Run 1, signal metal coverage by tile:
The bar under the picture is 20 um long. 19 x 19 tiles, from black (low) to pale yellow (high), scaled to the fullest tile. Values are wire area over tile area, all layers added.
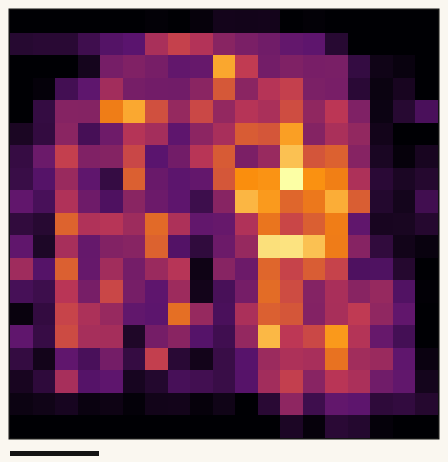
Run 1, placed cells, one color a class:
Fill, decap, tap and diode cells in gray.
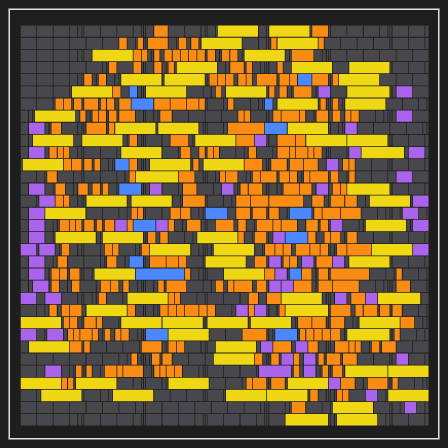
Run 1, layout detail:
The bar under the picture is 20 um long. Region (0, 0) to (50, 50) um. Cells in gray, sequential cells in the stronger gray; small squares are vias.
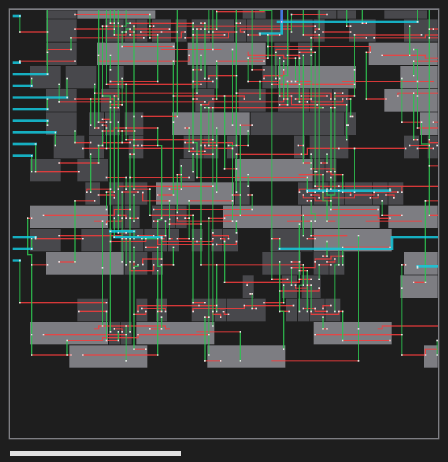
Run 1, register map, names as in the netlist:
Other sequential cells in the stronger gray, the rest of the logic in the fainter gray.
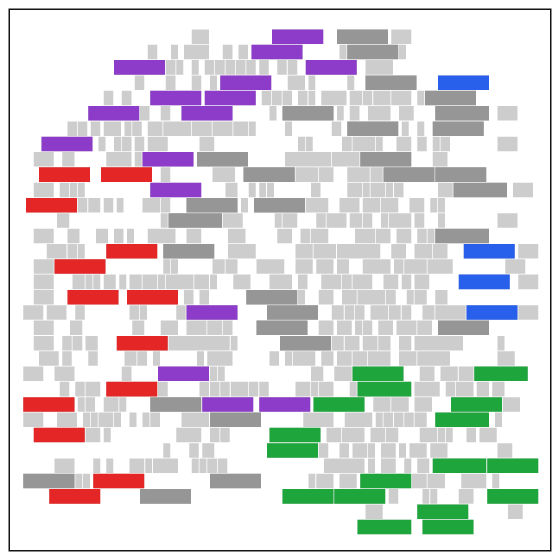
--- src/rtl/bcd_disp_pkg.sv ---
// bcd_disp_pkg: shared constants, conversion state and double-dabble step
package bcd_disp_pkg;
    localparam int NUM_DIG = 4;
    localparam int DIG_W   = 4;
    localparam int MAX_VAL = 9999;

    typedef enum logic [1:0] {IDLE, SHIFT, DONE} conv_state_t;

    // One double-dabble iteration: add 3 to every digit >= 5, then shift in the next binary bit
    function automatic logic [NUM_DIG*DIG_W-1:0] dd_step(input logic [NUM_DIG*DIG_W-1:0] bcd, input logic b);
        logic [NUM_DIG*DIG_W-1:0] adj;
        adj = bcd;
        for (int i = 0; i < NUM_DIG; i++)
            adj[DIG_W*i +: DIG_W] = (bcd[DIG_W*i +: DIG_W] > 4'd4) ? bcd[DIG_W*i +: DIG_W] + 4'd3 : bcd[DIG_W*i +: DIG_W];
        return {adj[NUM_DIG*DIG_W-2:0], b};
    endfunction
endpackage

--- src/rtl/bin2bcd_seq.sv ---
// bin2bcd_seq: sequential double-dabble converter, one bit per clock
module bin2bcd_seq
    import bcd_disp_pkg::*;
#(
    parameter int BIN_W = 14
) (
    input  logic                     clk,
    input  logic                     rst_n,
    input  logic                     start,
    input  logic [BIN_W-1:0]         bin_in,
    output logic                     busy,
    output logic                     done,
    output logic [NUM_DIG*DIG_W-1:0] bcd_out
);
    localparam int CW = $clog2(BIN_W + 1);

    conv_state_t              state, state_n;
    logic [BIN_W-1:0]         sr;
    logic [NUM_DIG*DIG_W-1:0] bcd;
    logic [CW-1:0]            cnt;

    // The first iteration happens on the start edge, so SHIFT needs BIN_W-1 more and DONE lands result on edge N+BIN_W
    always_comb begin
        state_n = state;
        case (state)
            IDLE:    state_n = start ? SHIFT : IDLE;
            SHIFT:   state_n = (cnt == CW'(BIN_W - 2)) ? DONE : SHIFT;
            DONE:    state_n = IDLE;
            default: state_n = IDLE;
        endcase
    end

    // State register
    always_ff @(posedge clk or negedge rst_n) begin
        if (!rst_n) state <= IDLE;
        else        state <= state_n;
    end

    // Shift/add-3 datapath and iteration counter
    always_ff @(posedge clk or negedge rst_n) begin
        if (!rst_n) begin
            sr  <= '0;
            bcd <= '0;
            cnt <= '0;
        end else if (state == IDLE && start) begin
            bcd <= dd_step('0, bin_in[BIN_W-1]);
            sr  <= bin_in << 1;
            cnt <= '0;
        end else if (state == SHIFT) begin
            bcd <= dd_step(bcd, sr[BIN_W-1]);
            sr  <= sr << 1;
            cnt <= cnt + 1'b1;
        end
    end

    assign busy    = (state != IDLE);
    assign done    = (state == DONE);
    assign bcd_out = bcd;
endmodule

--- src/rtl/bcd_scan_driver.sv ---
// bcd_scan_driver: load gate, saturation, atomic display register and 4-digit scan
module bcd_scan_driver
    import bcd_disp_pkg::*;
#(
    parameter int BIN_W    = 14,
    parameter int SCAN_DIV = 100000,
    parameter int BLANK_LZ = 1
) (
    input  logic               clk,
    input  logic               rst_n,
    input  logic [BIN_W-1:0]   Value_In,
    input  logic               Load,
    output logic               Busy,
    output logic               Overflow,
    output logic [DIG_W-1:0]   Bin,
    output logic [NUM_DIG-1:0] Anode
);
    localparam logic [BIN_W-1:0] MAXV = BIN_W'(MAX_VAL);
    localparam int SW = $clog2(SCAN_DIV);
    localparam int IW = $clog2(NUM_DIG);

    logic                     accept, ovf_in, done, wrap, lit;
    logic [BIN_W-1:0]         sat;
    logic [NUM_DIG*DIG_W-1:0] conv_bcd, disp, disp_n;
    logic [SW-1:0]            scan_cnt;
    logic [IW-1:0]            idx, idx_n;
    logic [DIG_W-1:0]         bin_n;
    logic [NUM_DIG-1:0]       anode_n;

    assign accept = Load & ~Busy;
    assign ovf_in = (Value_In > MAXV);
    assign sat    = ovf_in ? MAXV : Value_In;

    bin2bcd_seq #(.BIN_W(BIN_W)) u_conv (
        .clk     (clk),
        .rst_n   (rst_n),
        .start   (accept),
        .bin_in  (sat),
        .busy    (Busy),
        .done    (done),
        .bcd_out (conv_bcd)
    );

    // Next digit index, next display and the blanked/lit decision for the digit about to be shown
    always_comb begin
        wrap    = (scan_cnt == SW'(SCAN_DIV - 1));
        idx_n   = wrap ? idx + 1'b1 : idx;
        disp_n  = done ? conv_bcd : disp;
        bin_n   = disp_n[DIG_W*idx_n +: DIG_W];
        lit     = (idx_n == '0) || (BLANK_LZ == 0) || (|(disp_n >> (DIG_W*idx_n)));
        anode_n = lit ? ~(NUM_DIG'(1) << idx_n) : '1;
    end

    // Scan counter, display register and registered Bin/Anode
    always_ff @(posedge clk or negedge rst_n) begin
        if (!rst_n) begin
            scan_cnt <= '0;
            idx      <= '0;
            disp     <= '0;
            Overflow <= 1'b0;
            Bin      <= '0;
            Anode    <= ~NUM_DIG'(1);
        end else begin
            scan_cnt <= wrap ? '0 : scan_cnt + 1'b1;
            idx      <= idx_n;
            disp     <= disp_n;
            Bin      <= bin_n;
            Anode    <= anode_n;
            if (accept) Overflow <= ovf_in;
        end
    end
endmodule
--- config.mk ---
export PLATFORM = sky130hd
export DESIGN_NAME = bcd_scan_driver
export DESIGN_NICKNAME = d
export VERILOG_FILES = /design/src/rtl/bcd_disp_pkg.sv /design/src/rtl/bin2bcd_seq.sv /design/src/rtl/bcd_scan_driver.sv
export SDC_FILE = /design/constraint.sdc
export NUM_CORES = 1
export LEC_CHECK = 0
export CAP_MARGIN = 15
export CORE_MARGIN = 2
export CORE_UTILIZATION = 47
export DETAILED_ROUTE_END_ITERATION = 16
export PLACE_DENSITY_LB_ADDON = 0.15
export REMOVE_ABC_BUFFERS = 1
export SETUP_SLACK_MARGIN = 0.5
export SLEW_MARGIN = 0
export SYNTH_ARGS = -nofsm -noshare
export SYNTH_HDL_FRONTEND = slang
export SYNTH_SLANG_ARGS = --single-unit
--- constraint.sdc ---
create_clock -name clk -period 2.85 [get_ports clk]
set_clock_uncertainty 0.05 [all_clocks]
set_input_delay 0.57 -clock clk [delete_from_list [all_inputs] [get_ports clk]]
set_output_delay 0.57 -clock clk [all_outputs]
set_load 0.005 [all_outputs]
==> results_slide.txt, run 1 <==
Run Summary

Finish
  • Share of post-route cells with drive strength above 1: 0.186
  • Top cells excl fill/tap: 70 x dfrtp_1, 35 x nor2_1, 31 x buf_4, 29 x nand2_1, 27 x nand3_1
  • Sequential standard cell area: 1990 um^2
  • Final Cell Area: 4780 um^2
  • Non-clk buf share: 0.105
  • Final core occ: 0.582
  • Reg with most FFs: scan_cnt
  • Final Non-Filler Cells: 567
  • Fillers: 722
  • Flip-flops: 79
  • Comb/total area: 0.390
  • Max-area cell class: sequential cells
  • Invs w/o clock: 26
  • Clk tree area frac: 0.0413
  • NumNets Final: 481
  • Comb. cell area: 1860 um^2
  • Area Growth Syn to Fin: 20.6%
  • Most used logic cell in the final layout: dfrtp_1
  • Non-CTS buffers: 57
  • # diodes: 0

Final timing
  • Peak Freq: 436 MHz
  • Worst Tran Pin Value: 0.652 ns
  • Tcrit/Tclk final: 0.805
  • Final setup viols: 0
  • Unrepaired setup endpoints after global routing: no
  • Min Tclk post-route: 2.29 ns
  • Hold slack: 0.142 ns
  • Max_slew headroom: 0.565
  • Fin Setup TNS: 0 ns

Power
  • Clock-net power: 0.843 mW
  • Comb. pwr: 1.27 mW
  • Pwr top: sequential cells
  • PD cells: 799 nW/um^2
  • Combinational power share: 0.332
  • Sequential cell power: 1.71 mW
  • Switching share of power: 0.367
  • Net load switching power: 1.40 mW
  • Sequential power share: 0.447
  • PnR Total Power: 3.82 mW
  • Internal power: 2.42 mW

Yosys
  • Syn Std Cell Area: 3970 um^2
  • Yosys top cell area share: 0.479
  • Post-synth EDFFs: 0
  • Post-synth ARST share: 1.00
  • Yosys stat chip area: 3970 um^2
  • Most frequent cell after synthesis: dfrtp_1
  • Unique cell types: 53
  • Xor/xnor share: 0.0442
  • Adder Area Share: 0.0221
  • Top cells by count, synth: 76 x dfrtp_1, 35 x nor2_1, 29 x nand2_1
  • #FFs+latches synth: 79
  • Synthesized area per cell: 9.70 um^2
  • Top area cell types: dfrtp_1 48%, nand3_1 3.4%, nor2_1 3.3%, o21ai_0 3.0%, nor3_1 2.9%
  • Yosys top cell by area: dfrtp_1
  • Basic Gates by Area: 0.201
  • Gate Count Post-Synth: 409
  • # Cells Yosys: 409
  • Synth warn: 0
  • Ys flop type: dfrtp_1

Setup path
  • Reg2Reg Capture Point: Anode[1]
  • Origin of the critical flop-to-flop path: scan_cnt[1]
  • Crit Path Class: flop to flop
  • CP startpoint kind: flop
  • CP arrival: 2.52 ns
  • R2r worst-path depth: 7
  • CP Launch Point: scan_cnt[1]
  • CP peak stage delay: 0.46 ns
  • R2R setup slack: 0.56 ns
  • CP Max Fanout: 5
  • Stages on worst setup path: 7
  • CP delay by family, top: simple AND/OR/NAND/NOR gates
  • Worst-path cell chain: ha_2 -> and4_4 -> and4_4 -> a21oi_2 -> or3_4 -> a2111o_1 -> o31ai_2
  • CP bufs+invs: 0
  • Crit path max-delay cell type: a2111o_1

CTS
  • Clock latency on the worst-skew pair: 0.36 ns
  • CTS Hold Bufs: 0
  • Max clock buf depth: 2
  • Clock Sink Count: 79
  • Post-CTS sizing: 8
  • CTS tree: yes
  • Post-CTS setup buffer count: 5
  • Clock root buffer: clkbuf_8
  • Clock buffers created by TritonCTS: 9
  • Worst-path clk slew: 0.09 ns

Global routing
  • Top Usage Layer GRT: met2
  • Met3 Use GR: 0.0298
  • Via count of the first global-routing pass: 3,056
  • Largest net degree at the start of global routing: 44
  • Initial antenna violation count: 0
  • First-pass GRT wire length: 14,700 um
  • Gr usage total: 0.206

Floorplanning
  • Std cell rows: 33
  • Area of the die: 9190 um^2
  • Die Span X: 95.9 um
  • Ports: 27
  • Die Height: 95.9 um

Drt
  • Routed wl met3: 315 um
  • Routed WL per cell: 15.8 um
  • # DRC: 0
  • Via-to-Cell Ratio: 5.76
  • DRT Pass-1 Iters: 4
  • Wl on met1: 4270 um
  • Routed via count: 3,267
  • Final ANT Viol Nets: 0
  • Top Metal Used: met4
  • 1st-iter DRT viols: 201
  • DRT Wirelength: 8980 um

Placement
  • Post-DP HPWL: 6030 um
  • GP Congestion: 0.879
  • Cell Area, Placed: 4360 um^2
  • Post-Place Worst Slack: 0.275 ns

Run status
  • Status: finished clean
About 'signal metal coverage by tile':
densest ninth of the die: center
nearly empty tiles: 15%
fullest tile: 0.52
emptiest ninth of the die: north-east
tiles over half the peak: 18%

About 'placed cells, one color a class':
[flip-flops] yellow | cells: 79 | share of their area: 43%
[other buffers and delay cells] purple | cells: 57 | share of their area: 11%
[all other logic] orange | cells: 310 | share of their area: 42%
[clock drivers and dummy loads] blue | cells: 16 | share of their area: 4.3%

About 'layout detail':
[met1] red
[met4] blue
[met3] cyan
[met2] green
netlist names of flops here include: `u_conv.sr` (8), `u_conv.bcd_out` (4), `u_conv.cnt` (4)
cells with their middle in the window: 114
sequential cells in the window: 19
most frequent: dfrtp_1 (19), nand2_1 (13), clkdlybuf4s50_1 (12)

About 'register map, names as in the netlist':
[`Bin`] blue | sequential cells: 4 | where: east
[`scan_cnt`] green | sequential cells: 17
[`u_conv.sr`] red | sequential cells: 13
[`u_conv.bcd_out`] purple | sequential cells: 16
not colored: 29

==> run 2, diff against run 1 <==
==> constraint.sdc (replaced) <==
create_clock -name clk -period 2.28 [get_ports clk]
set_clock_uncertainty 0.05 [all_clocks]
set_input_delay 0.456 -clock clk [delete_from_list [all_inputs] [get_ports clk]]
set_output_delay 0.456 -clock clk [all_outputs]
set_load 0.005 [all_outputs]
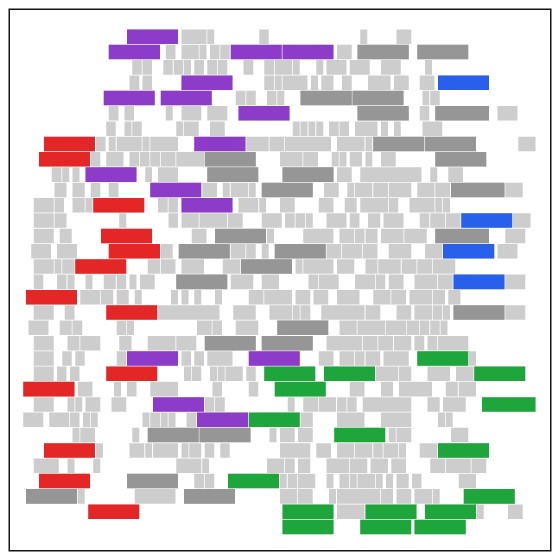
Run 2: register map, names as in the netlist
Other sequential cells in the stronger gray, the rest of the logic in the fainter gray.
final core occ: 0.614
sequential cell power: 2.11 mW
sequential standard cell area: 1980 um^2

==> run 2 against run 1 <==
Against the previous run: first-iteration DRC count is 26% lower; wire length grew 2.8%; setup slack got worse by 0.51 ns; largest power group unchanged.
==> results_slide.txt, run 2 <==
Run Summary

Setup path
  • CP arrival: 2.45 ns (-0.07 ns)
  • CP dominant cell by count: and4_4
  • R2R setup slack: 0.05 ns (-0.51 ns)
  • R2r worst-path depth: 7 (unchanged)
  • Worst-path cell chain: ha_2 -> and4_4 -> and4_4 -> a21oi_2 -> or3_4 -> a2111o_1 -> o31ai_2
  • Crit path max-delay cell type: a2111o_1
  • CP endpoint kind: flop
  • Setup crit end: Anode[1]
  • Crit Path Class: flop to flop
  • CP peak stage delay: 0.45 ns (about the same)
  • CP Launch Point: scan_cnt[1]
  • CP Max Fanout: 5 (unchanged)
  • CP bufs+invs: 0 (unchanged)
  • Worst EP required: 2.50 ns
  • Origin of the critical flop-to-flop path: scan_cnt[1]
  • Stages on worst setup path: 7 (unchanged)
  • Reg2Reg Capture Point: Anode[1]
  • CP startpoint kind: flop
  • CP delay by family, top: simple AND/OR/NAND/NOR gates

Global routing
  • Initial antenna violation count: 0 (unchanged)
  • First-pass GRT wire length: 15,300 um (+3.7%)
  • M1 GR Usage: 0.289
  • Met2 usage: 0.357
  • Met3 Use GR: 0.0431 (+0.0133)
  • Gr usage total: 0.216 (+0.00988)
  • GRT overflow: 0
  • Via count of the first global-routing pass: 3,209 (+5.0%)
  • Largest net degree at the start of global routing: 39 (-11%)
  • Top Usage Layer GRT: met2

Floorplanning
  • Fp util: 0.483
  • Core area: 8220 um^2
  • Area of the die: 9190 um^2 (unchanged)
  • Tap Cells: 105
  • Die Span X: 95.9 um (unchanged)
  • Die Height: 95.9 um (unchanged)
  • Ports: 27 (unchanged)

Drt
  • DRT Pass-1 Iters: 4 (unchanged)
  • 1st-iter DRT viols: 149 (-26%)
  • Via-to-Cell Ratio: 5.71 (-0.98%)
  • Final ANT Viol Nets: 0 (unchanged)
  • DRT Wirelength: 9230 um (+2.8%)
  • Routed WL per cell: 15.7 um (-0.75%)
  • Routed wl met3: 407 um (+29%)
  • Top Metal Used: met4
  • Routed via count: 3,349 (+2.5%)
  • # DRC: 0 (unchanged)
  • Met2 routed WL: 4500 um
  • Wl on met1: 4220 um (-1.1%)

Power
  • P_leak: 2.26 nW
  • PnR Total Power: 5.00 mW (+31%)
  • Comb. pwr: 1.74 mW (+37%)
  • Clock-net power: 1.15 mW (+36%)
  • Pwr top: sequential cells
  • Combinational power share: 0.349 (+0.017)
  • Internal power: 3.25 mW (+34%)
  • Peak VDD IR: 0.669 mV
  • Switching share of power: 0.349 (-0.0174)
  • Clock share of power: 0.229
  • Sequential power share: 0.422 (-0.025)
  • PD cells: 992 nW/um^2 (+24%)
  • Net load switching power: 1.75 mW (+25%)

Finish
  • Max reg flops: 17
  • Top cells excl fill/tap: 75 x dfrtp_1, 44 x buf_4, 34 x nor2_1, 28 x nand2_1, 25 x inv_1
  • Clk tree area frac: 0.0427 (+0.00134)
  • Mi-comb count: 284
  • NumNets Final: 501 (+4.2%)
  • Max-area cell class: sequential cells
  • Fillers: 675 (-6.5%)
  • Non-CTS buffers: 77 (+35%)
  • Invs w/o clock: 26 (unchanged)
  • Final Non-Filler Cells: 587 (+3.5%)
  • CLK BUF: 12
  • Area Growth Syn to Fin: 27.1%
  • Comb/total area: 0.385 (-0.00449)
  • Most used logic cell in the final layout: dfrtp_1
  • Reg with most FFs: scan_cnt
  • # diodes: 0 (unchanged)
  • Non-clk buf share: 0.133 (+0.0283)
  • Share of post-route cells with drive strength above 1: 0.232 (+0.0462)
  • Comb. cell area: 1940 um^2 (+4.2%)
  • Flip-flops: 79 (unchanged)

Yosys
  • Synth warn: 0 (unchanged)
  • Syn Std Cell Area: 3970 um^2 (unchanged)
  • Mux area share: 0.0413
  • Compound-gate portion of the synthesized area: 0.145
  • Post-synth EDFFs: 0 (unchanged)
  • Yosys top cell area share: 0.479 (unchanged)
  • Unique cell types: 53 (unchanged)
  • Gate Count Post-Synth: 409 (unchanged)
  • Most frequent cell after synthesis: dfrtp_1
  • Seq share, synth: 0.499
  • Yosys stat chip area: 3970 um^2 (unchanged)
  • Synth logic family: simple AND/OR/NAND/NOR gates
  • # Cells Yosys: 409 (unchanged)
  • Xor/xnor share: 0.0442 (unchanged)
  • Post-synth ARST share: 1.00 (unchanged)
  • Synthesized area per cell: 9.70 um^2 (unchanged)
  • Top cells by count, synth: 76 x dfrtp_1, 35 x nor2_1, 29 x nand2_1
  • Ys flop type: dfrtp_1
  • Top area cell types: dfrtp_1 48%, nand3_1 3.4%, nor2_1 3.3%, o21ai_0 3.0%, nor3_1 2.9%
  • Basic Gates by Area: 0.201 (unchanged)
  • #FFs+latches synth: 79 (unchanged)
  • Adder Area Share: 0.0221 (unchanged)
  • Yosys top cell by area: dfrtp_1

CTS
  • Post-CTS setup buffer count: 6 (+1)
  • Worst-path clk slew: 0.08 ns (about the same)
  • H-Tree Depth: 3
  • Clock Sink Count: 79 (unchanged)
  • Clock root buffer: clkbuf_8
  • CTS Hold Bufs: 0 (unchanged)
  • CTS tree: yes
  • Clock buffers created by TritonCTS: 9 (unchanged)
  • Clock latency on the worst-skew pair: 0.35 ns (about the same)
  • Post-CTS sizing: 31 (+23)
  • Max clock buf depth: 2 (unchanged)

Final timing
  • Min Tclk post-route: 2.23 ns (-0.0613 ns)
  • Worst Tran Pin Value: 0.496 ns (-0.156 ns)
  • Tcrit/Tclk final: 0.980 (+0.174)
  • Fin Setup TNS: 0 ns (unchanged)
  • Slew Limit Fails: 0
  • Unrepaired setup endpoints after global routing: yes
  • Final Hold Fails: 0
  • Hold slack: 0.0154 ns (-0.127 ns)
  • Final setup viols: 0 (unchanged)
  • Min setup slack post-route: 0.0464 ns
  • Max_slew headroom: 0.669 (+0.105)
  • Peak Freq: 448 MHz (+2.7%)

Placement
  • Cell Area, Placed: 4590 um^2 (+5.3%)
  • Post-DP HPWL: 6360 um (+5.5%)
  • Port buffer count: 26
  • GP Congestion: 0.879 (unchanged)
  • Post-Place Worst Slack: -0.0871 ns (-0.362 ns)
  • Placed cells: 562

Min path
  • Hold WC Path Type: input pin to async pin

Run status
  • Status: finished clean

Job
  • MaxCap Viol Count: 0
  • Tally of OpenROAD warnings: 28
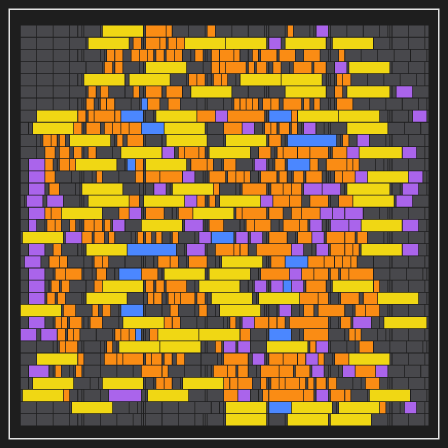
Run 2: placed cells, one color a class
Fill, decap, tap and diode cells in gray.
flop share of the area: 0.393
std cell rows: 33
Final Cell Area: 5040 um^2

Power is estimated from default activity; no workload was simulated.
